<file path="src/rtl/cuppa_trig_gen_pkg.sv">
// ============================================================================
// Module      : cuppa_trig_gen_pkg
// Description : Shared constants and state type for the CUPPA trigger generator.
// Revision    : 1.0 - initial release
// ============================================================================
`default_nettype none

package cuppa_trig_gen_pkg;

    localparam int c_TRIG_BUNDLE_W = 18;
    localparam int c_THRESH_W      = 12;

    localparam int c_BIT_ET        = 0;
    localparam int c_BIT_GT        = 1;
    localparam int c_BIT_LT        = 2;
    localparam int c_BIT_RUN       = 3;
    localparam int c_BIT_THRESH_LO = 4;
    localparam int c_BIT_THRESH_HI = 15;
    localparam int c_BIT_THRESH_EN = 16;
    localparam int c_BIT_EXT_EN    = 17;

    localparam logic [1:0] c_ST_IDLE    = 2'd0;
    localparam logic [1:0] c_ST_ARMED   = 2'd1;
    localparam logic [1:0] c_ST_HOLDOFF = 2'd2;

    localparam int c_SRC_THRESH = 0;
    localparam int c_SRC_EXT    = 1;

    typedef enum logic [1:0] {
        ST_IDLE    = c_ST_IDLE,
        ST_ARMED   = c_ST_ARMED,
        ST_HOLDOFF = c_ST_HOLDOFF
    } trig_state_e;

endpackage

`default_nettype wire

</file>
<file path="src/rtl/cuppa_trig_gen_fan_out.sv">
// ============================================================================
// Module      : cuppa_trig_bundle_fan_out
// Description : Splits the packed trigger configuration bundle into fields.
// Revision    : 1.0 - initial release
// ============================================================================
`default_nettype none

module cuppa_trig_bundle_fan_out
    import cuppa_trig_gen_pkg::*;
(
    input  logic [c_TRIG_BUNDLE_W-1:0] i_bundle,
    output logic                       o_et,
    output logic                       o_gt,
    output logic                       o_lt,
    output logic                       o_run,
    output logic [c_THRESH_W-1:0]      o_thresh,
    output logic                       o_thresh_trig_en,
    output logic                       o_ext_trig_en
);

    assign o_et             = i_bundle[c_BIT_ET];
    assign o_gt             = i_bundle[c_BIT_GT];
    assign o_lt             = i_bundle[c_BIT_LT];
    assign o_run            = i_bundle[c_BIT_RUN];
    assign o_thresh         = i_bundle[c_BIT_THRESH_HI:c_BIT_THRESH_LO];
    assign o_thresh_trig_en = i_bundle[c_BIT_THRESH_EN];
    assign o_ext_trig_en    = i_bundle[c_BIT_EXT_EN];

endmodule

`default_nettype wire

</file>
<file path="src/rtl/cuppa_trig_gen.sv">
// ============================================================================
// Module      : cuppa_trig_gen
// Description : Threshold / external trigger generator with arming, holdoff
//               and a saturating trigger counter.
// Revision    : 1.0 - initial release
// ============================================================================
`default_nettype none

module cuppa_trig_gen
    import cuppa_trig_gen_pkg::*;
#(
    parameter int HOLDOFF     = 16,
    parameter int CNT_W       = 16,
    parameter int SYNC_STAGES = 2
) (
    input  logic                       clk,
    input  logic                       rst,
    input  logic [c_TRIG_BUNDLE_W-1:0] bundle,
    input  logic [c_THRESH_W-1:0]      adc_data,
    input  logic                       adc_valid,
    input  logic                       ext_trig,
    input  logic                       cnt_clr,
    output logic                       trig,
    output logic [1:0]                 trig_src,
    output logic                       armed,
    output logic [CNT_W-1:0]           trig_cnt
);

    localparam int c_HO_W = (HOLDOFF > 1) ? $clog2(HOLDOFF) : 1;
    localparam logic [c_HO_W-1:0] c_HO_LOAD = c_HO_W'(HOLDOFF - 1);

    logic                  w_et;
    logic                  w_gt;
    logic                  w_lt;
    logic                  w_run;
    logic [c_THRESH_W-1:0] w_thresh;
    logic                  w_thresh_en;
    logic                  w_ext_en;

    cuppa_trig_bundle_fan_out u_fan_out (
        .i_bundle         (bundle),
        .o_et             (w_et),
        .o_gt             (w_gt),
        .o_lt             (w_lt),
        .o_run            (w_run),
        .o_thresh         (w_thresh),
        .o_thresh_trig_en (w_thresh_en),
        .o_ext_trig_en    (w_ext_en)
    );

    trig_state_e             r_state;
    trig_state_e             w_next_state;
    logic [c_HO_W-1:0]       r_ho_cnt;
    logic [SYNC_STAGES-1:0]  r_sync;
    logic                    r_sync_d;
    logic                    r_prev_cond;
    logic                    r_trig;
    logic [1:0]              r_trig_src;
    logic [CNT_W-1:0]        r_trig_cnt;

    logic                    w_cond;
    logic                    w_thr_ev;
    logic                    w_ext_ev;
    logic                    w_fire;
    logic                    w_enter_armed;

    assign w_cond = (w_et & (adc_data == w_thresh)) |
                    (w_gt & (adc_data >  w_thresh)) |
                    (w_lt & (adc_data <  w_thresh));

    // Edge-qualified so a sustained condition gives one event per crossing
    assign w_thr_ev = adc_valid & w_thresh_en & w_cond & ~r_prev_cond;
    assign w_ext_ev = w_ext_en & r_sync[SYNC_STAGES-1] & ~r_sync_d;

    assign w_fire        = (r_state == ST_ARMED) & w_run & (w_thr_ev | w_ext_ev);
    assign w_enter_armed = (r_state != ST_ARMED) & (w_next_state == ST_ARMED);

    always_comb begin
        w_next_state = r_state;
        case (r_state)
            ST_IDLE: begin
                if (w_run) w_next_state = ST_ARMED;
            end
            ST_ARMED: begin
                if (!w_run)      w_next_state = ST_IDLE;
                else if (w_fire) w_next_state = ST_HOLDOFF;
            end
            ST_HOLDOFF: begin
                if (!w_run)               w_next_state = ST_IDLE;
                else if (r_ho_cnt == '0)  w_next_state = ST_ARMED;
            end
            default: w_next_state = ST_IDLE;
        endcase
    end

    always_ff @(posedge clk) begin
        if (rst) r_state <= ST_IDLE;
        else     r_state <= w_next_state;
    end

    always_ff @(posedge clk) begin
        if (rst) begin
            r_ho_cnt <= '0;
        end else if (!w_run) begin
            r_ho_cnt <= '0;
        end else if (w_fire) begin
            r_ho_cnt <= c_HO_LOAD;
        end else if ((r_state == ST_HOLDOFF) && (r_ho_cnt != '0)) begin
            r_ho_cnt <= r_ho_cnt - 1'b1;
        end
    end

    always_ff @(posedge clk) begin
        if (rst) begin
            r_sync   <= '0;
            r_sync_d <= 1'b0;
        end else begin
            r_sync   <= {r_sync[SYNC_STAGES-2:0], ext_trig};
            r_sync_d <= r_sync[SYNC_STAGES-1];
        end
    end

    // Forcing prev_cond on arming stops an already-true condition from firing
    always_ff @(posedge clk) begin
        if (rst)                r_prev_cond <= 1'b1;
        else if (w_enter_armed) r_prev_cond <= 1'b1;
        else if (adc_valid)     r_prev_cond <= w_cond;
    end

    always_ff @(posedge clk) begin
        if (rst) begin
            r_trig     <= 1'b0;
            r_trig_src <= 2'b00;
        end else begin
            r_trig                   <= w_fire;
            r_trig_src[c_SRC_THRESH] <= w_fire & w_thr_ev;
            r_trig_src[c_SRC_EXT]    <= w_fire & w_ext_ev;
        end
    end

    always_ff @(posedge clk) begin
        if (rst) begin
            r_trig_cnt <= '0;
        end else if (cnt_clr) begin
            r_trig_cnt <= '0;
        end else if (w_fire && (r_trig_cnt != {CNT_W{1'b1}})) begin
            r_trig_cnt <= r_trig_cnt + 1'b1;
        end
    end

    assign trig     = r_trig;
    assign trig_src = r_trig_src;
    assign armed    = (r_state == ST_ARMED);
    assign trig_cnt = r_trig_cnt;

endmodule

`default_nettype wire

</file>
<file path="config.mk">
export PLATFORM = sky130hd
export DESIGN_NAME = cuppa_trig_gen
export DESIGN_NICKNAME = d
export VERILOG_FILES = /design/src/rtl/cuppa_trig_gen_pkg.sv /design/src/rtl/cuppa_trig_gen_fan_out.sv /design/src/rtl/cuppa_trig_gen.sv
export SDC_FILE = /design/constraint.sdc
export NUM_CORES = 1
export LEC_CHECK = 0
export ABC_AREA = 1
export CAP_MARGIN = 20
export CORE_ASPECT_RATIO = 0.5
export CORE_MARGIN = 10
export CORE_UTILIZATION = 49
export CTS_BUF_LIST = sky130_fd_sc_hd__clkbuf_8
export CTS_CLUSTER_SIZE = 28
export DETAILED_ROUTE_END_ITERATION = 12
export HOLD_SLACK_MARGIN = 0.02
export PLACE_DENSITY = 0.81
export SLEW_MARGIN = 40
export SYNTH_ARGS = -nofsm -noshare
export SYNTH_HDL_FRONTEND = slang
export SYNTH_SLANG_ARGS = --single-unit
</file>
<file path="constraint.sdc">
create_clock -name clk -period 2.56 [get_ports clk]
set_input_delay 0.384 -clock clk [delete_from_list [all_inputs] [get_ports clk]]
set_output_delay 0.384 -clock clk [all_outputs]
set_load 0.02 [all_outputs]
</file>
### Sizing map, run 1

Drawn at 3 px/um.
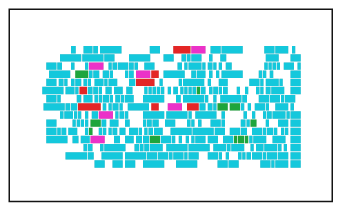
- red: drive 3 to 4 (cells 7; most used buf_4)
- magenta: drive 6 and up (cells 6; most used clkbuf_8)
- green: drive 2 (cells 11)
- cyan: drive 1 or less (cells 295; most used nand2_1)

### Placed cells, one colour a class, run 1

Drawn at 6 px/um.
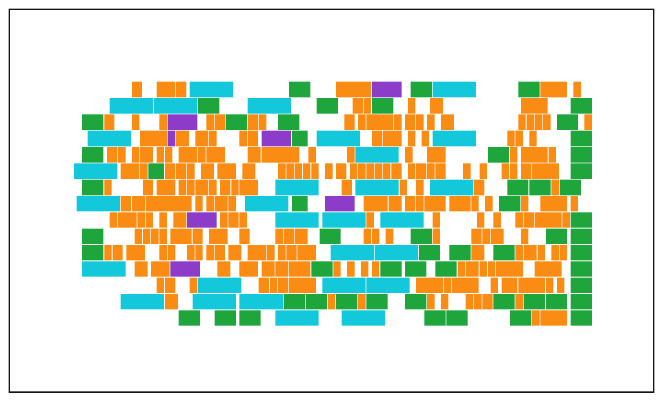
- purple: clock drivers and dummy loads (cells 7; share of their area 3.5%)
- green: other buffers and delay cells (cells 57; share of their area 23%)
- orange: all other logic (cells 226; share of their area 50%)
- cyan: flip-flops (cells 29; share of their area 23%)

==> qor.log, run 1 <==
[clocking] deepest level of the CTS H-tree 2
[logic_synthesis] post-synthesis share of cell area spent on and, or, nand and nor gates 33.8%
[power] sequential share of power 47.0%
[layout] multi-input combinational cell count 183
[logic_synthesis] Dominant cell area share 31.2%
[global_route] vias in the first global route 1713
[setup_path] Stages on worst setup path 16
[logic_synthesis] area fraction in mux cells 0%
[die] well tap count 51
[layout] area delta synth->final 36.5%
[hold_path] hold-critical path endpoint r_sync[1]
[setup_path] type of the worst setup path primary input to flip-flop
[die] Core Box Area 3550 sq um
[power] NetSw 0.230 mW
[timing] final number of setup-violating endpoints 0
[layout] signal buffers share of area 22.2%
[setup_path] buffering stage count on the worst path with inverters included 3
[layout] final antenna diode count 0
[layout] Non-clk bufs 57
[route] Vias per Instance 4.98
[timing] Total Neg Setup Slack 0 ps
[route] met3 WL 368 um
[setup_path] largest driver fanout on the critical path 17
[layout] flop share of the area 22.9%
[route] overall via count from detail_route 1843
[layout] non-filler instance count after layout 370
[power] seq pwr 0.458 mW
[route] DRC errors left 0
[timing] count of final max-slew check failures 0
[setup_path] timing startpoint of the critical path bundle[15]
[layout] biggest cell category by area in the final layout combinational gates
[placed_design] placed cell area 2450 sq um
[logic_synthesis] Complex Gates by Area 7.53%
[die] number of top-level design ports 55
[layout] layout inverter count without the clock tree 43
[route] Routed Antenna Nets 0
[hold_path] hold crit path type flip-flop to flip-flop
[global_route] global-route wire length before repair 7840 um
[power] power density of the placed cells 384 nW/um^2
[route] mean routed wirelength per cell 12.8 um
[hold_path] Cells on Worst Hold Path 2
[logic_synthesis] dominant kind of combinational cell simple AND/OR/NAND/NOR gates
[clocking] Clock Root Buffer sky130_fd_sc_hd__clkbuf_8
[setup_path] arrival time of data at the critical path endpoint 2410 ps
[hold_path] worst hold path startpoint r_sync[0]
[setup_path] last element of the critical path trig_cnt[15]
[placed_design] Post-Place Worst Slack 9.34 ps
[logic_synthesis] EDFF count, synth 0
[layout] num sequential 29
[setup_path] Critical Path Source Type primary input
[logic_synthesis] most used flip-flop cell sky130_fd_sc_hd__dfxtp_1
[status] run status finished clean
[setup_path] reg-to-reg startpoint trig_cnt[0]
[power] Max power group registers
[layout] fraction of final layout cells with drive strength greater than 1 7.52%
[power] leakage component of the power 1.09 nW
[setup_path] flop-to-flop setup slack 660 ps
[layout] fraction of area in multi-input gates 42.7%
[flow_run] number of violations of the max-capacitance limit 0
[clocking] Reg clk slew, reported paths 60 ps
[logic_synthesis] Netlist cell types 29
[setup_path] Critical Path RT 2700 ps
[global_route] Total Routing Usage GR 13.8%
[global_route] routing usage on met2 23.7%
[logic_synthesis] Synthesized Nets 310
[logic_synthesis] area fraction in xor and xnor cells 7.53%
[die] Die Y-Extent 63.6 um
[placed_design] gpl congestion 0.868
[logic_synthesis] register area share after synthesis 31.2%
[layout] count of filler cells inserted in the layout 284
[logic_synthesis] ys async rst share 0%
[global_route] met3 capacity usage during global routing 4.67%
[layout] final-layout clock-cell area share 3.40%
[timing] final clock period utilization by the worst path 88.8%
[timing] timing-limited maximum frequency 0.440 GHz
[layout] FF+latch area 581 sq um
[layout] Layout clock buffers 6
[logic_synthesis] Yosys Chip Area 1860 sq um
[clocking] hold_buf cts 0
[logic_synthesis] cell area after technology mapping 1860 sq um
[setup_path] crit path max-delay cell type sky130_fd_sc_hd__clkdlybuf4s50_1
[placed_design] number of port buffers 54
### Wire density map, run 1

Drawn at 4 px/um. 21 x 13 tiles, from dark purple (low) to yellow (high), scaled to the fullest tile. Values are wire area over tile area, all layers added.
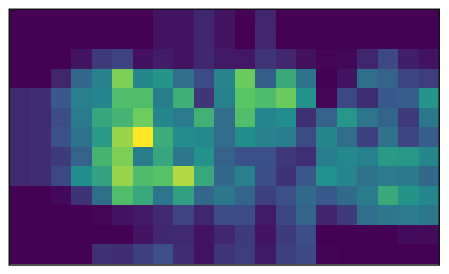
- nearly empty tiles: 25%
- emptiest ninth of the die: top right
- densest ninth of the die: middle
- mean over tiles: 0.11
- fullest tile: 0.46

### The metal 3 layer, run 1

Drawn at 4 px/um.
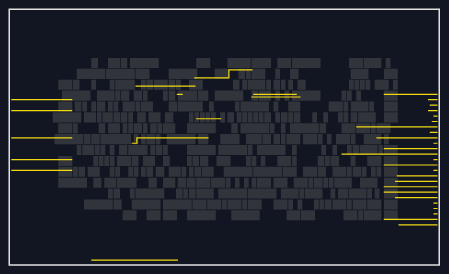

==> run 2: changes to the inputs <==
- CORE_ASPECT_RATIO: 0.5 -> 1.75
- CORE_UTILIZATION: 49 -> 45
- PLACE_DENSITY: 0.81 -> 0.75
### The metal 3 layer, run 2

Drawn at 4 px/um.
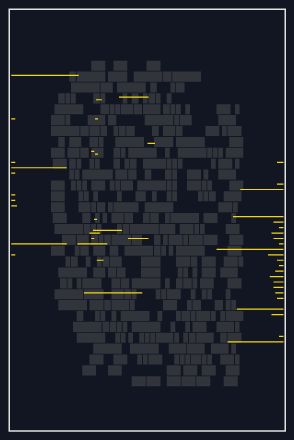
- wire length on this layer: 194 um
- share of all routed wire: 4.0%
- longest straight run: 16.6 um

### Sizing map, run 2

Drawn at 3 px/um.
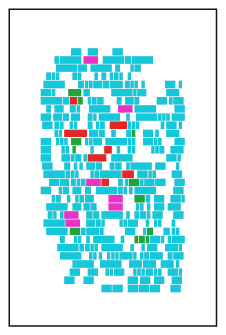
- red: drive 3 to 4 (cells 7; most used buf_4)
- green: drive 2 (cells 12)
- magenta: drive 6 and up (cells 7; most used clkbuf_8)
- cyan: drive 1 or less (cells 294; most used nand2_1)

==> run 2 against run 1 <==
Flip-flop count unchanged. Synthesized area unchanged. Non-clock buffer count unchanged. Via count decreased by 1.2%.
==> qor.log, run 2 <==
[power] NetSw 0.239 mW
[flow_run] number of violations of the max-capacitance limit 0
[logic_synthesis] register area share after synthesis 31.2%
[clocking] deepest level of the CTS H-tree 2
[die] Die Y-Extent 105 um
[die] Core Box Area 3940 sq um
[layout] flop share of the area 22.8%
[setup_path] largest driver fanout on the critical path 17
[status] run status finished clean
[setup_path] type of the worst setup path primary input to flip-flop
[die] well tap count 48
[route] met3 WL 193 um
[layout] biggest cell category by area in the final layout combinational gates
[timing] final clock period utilization by the worst path 87.0%
[layout] layout inverter count without the clock tree 43
[setup_path] flop-to-flop setup slack 620 ps
[logic_synthesis] Synthesized Nets 310
[logic_synthesis] cell area after technology mapping 1860 sq um
[global_route] vias in the first global route 1824
[logic_synthesis] Complex Gates by Area 7.53%
[logic_synthesis] most used flip-flop cell sky130_fd_sc_hd__dfxtp_1
[logic_synthesis] Netlist cell types 29
[setup_path] last element of the critical path trig_cnt[5]
[route] overall via count from detail_route 1820
[setup_path] Critical Path RT 2700 ps
[timing] timing-limited maximum frequency 0.449 GHz
[power] Max power group registers
[logic_synthesis] area fraction in xor and xnor cells 7.53%
[layout] multi-input combinational cell count 183
[logic_synthesis] Dominant cell area share 31.2%
[clocking] Clock Root Buffer sky130_fd_sc_hd__clkbuf_8
[setup_path] crit path max-delay cell type sky130_fd_sc_hd__clkdlybuf4s50_1
[layout] signal buffers share of area 22.1%
[power] power density of the placed cells 398 nW/um^2
[timing] final number of setup-violating endpoints 0
[layout] Non-clk bufs 57
[hold_path] hold crit path type flip-flop to flip-flop
[route] Vias per Instance 4.95
[timing] count of final max-slew check failures 0
Power and IR drop assume default switching activity.
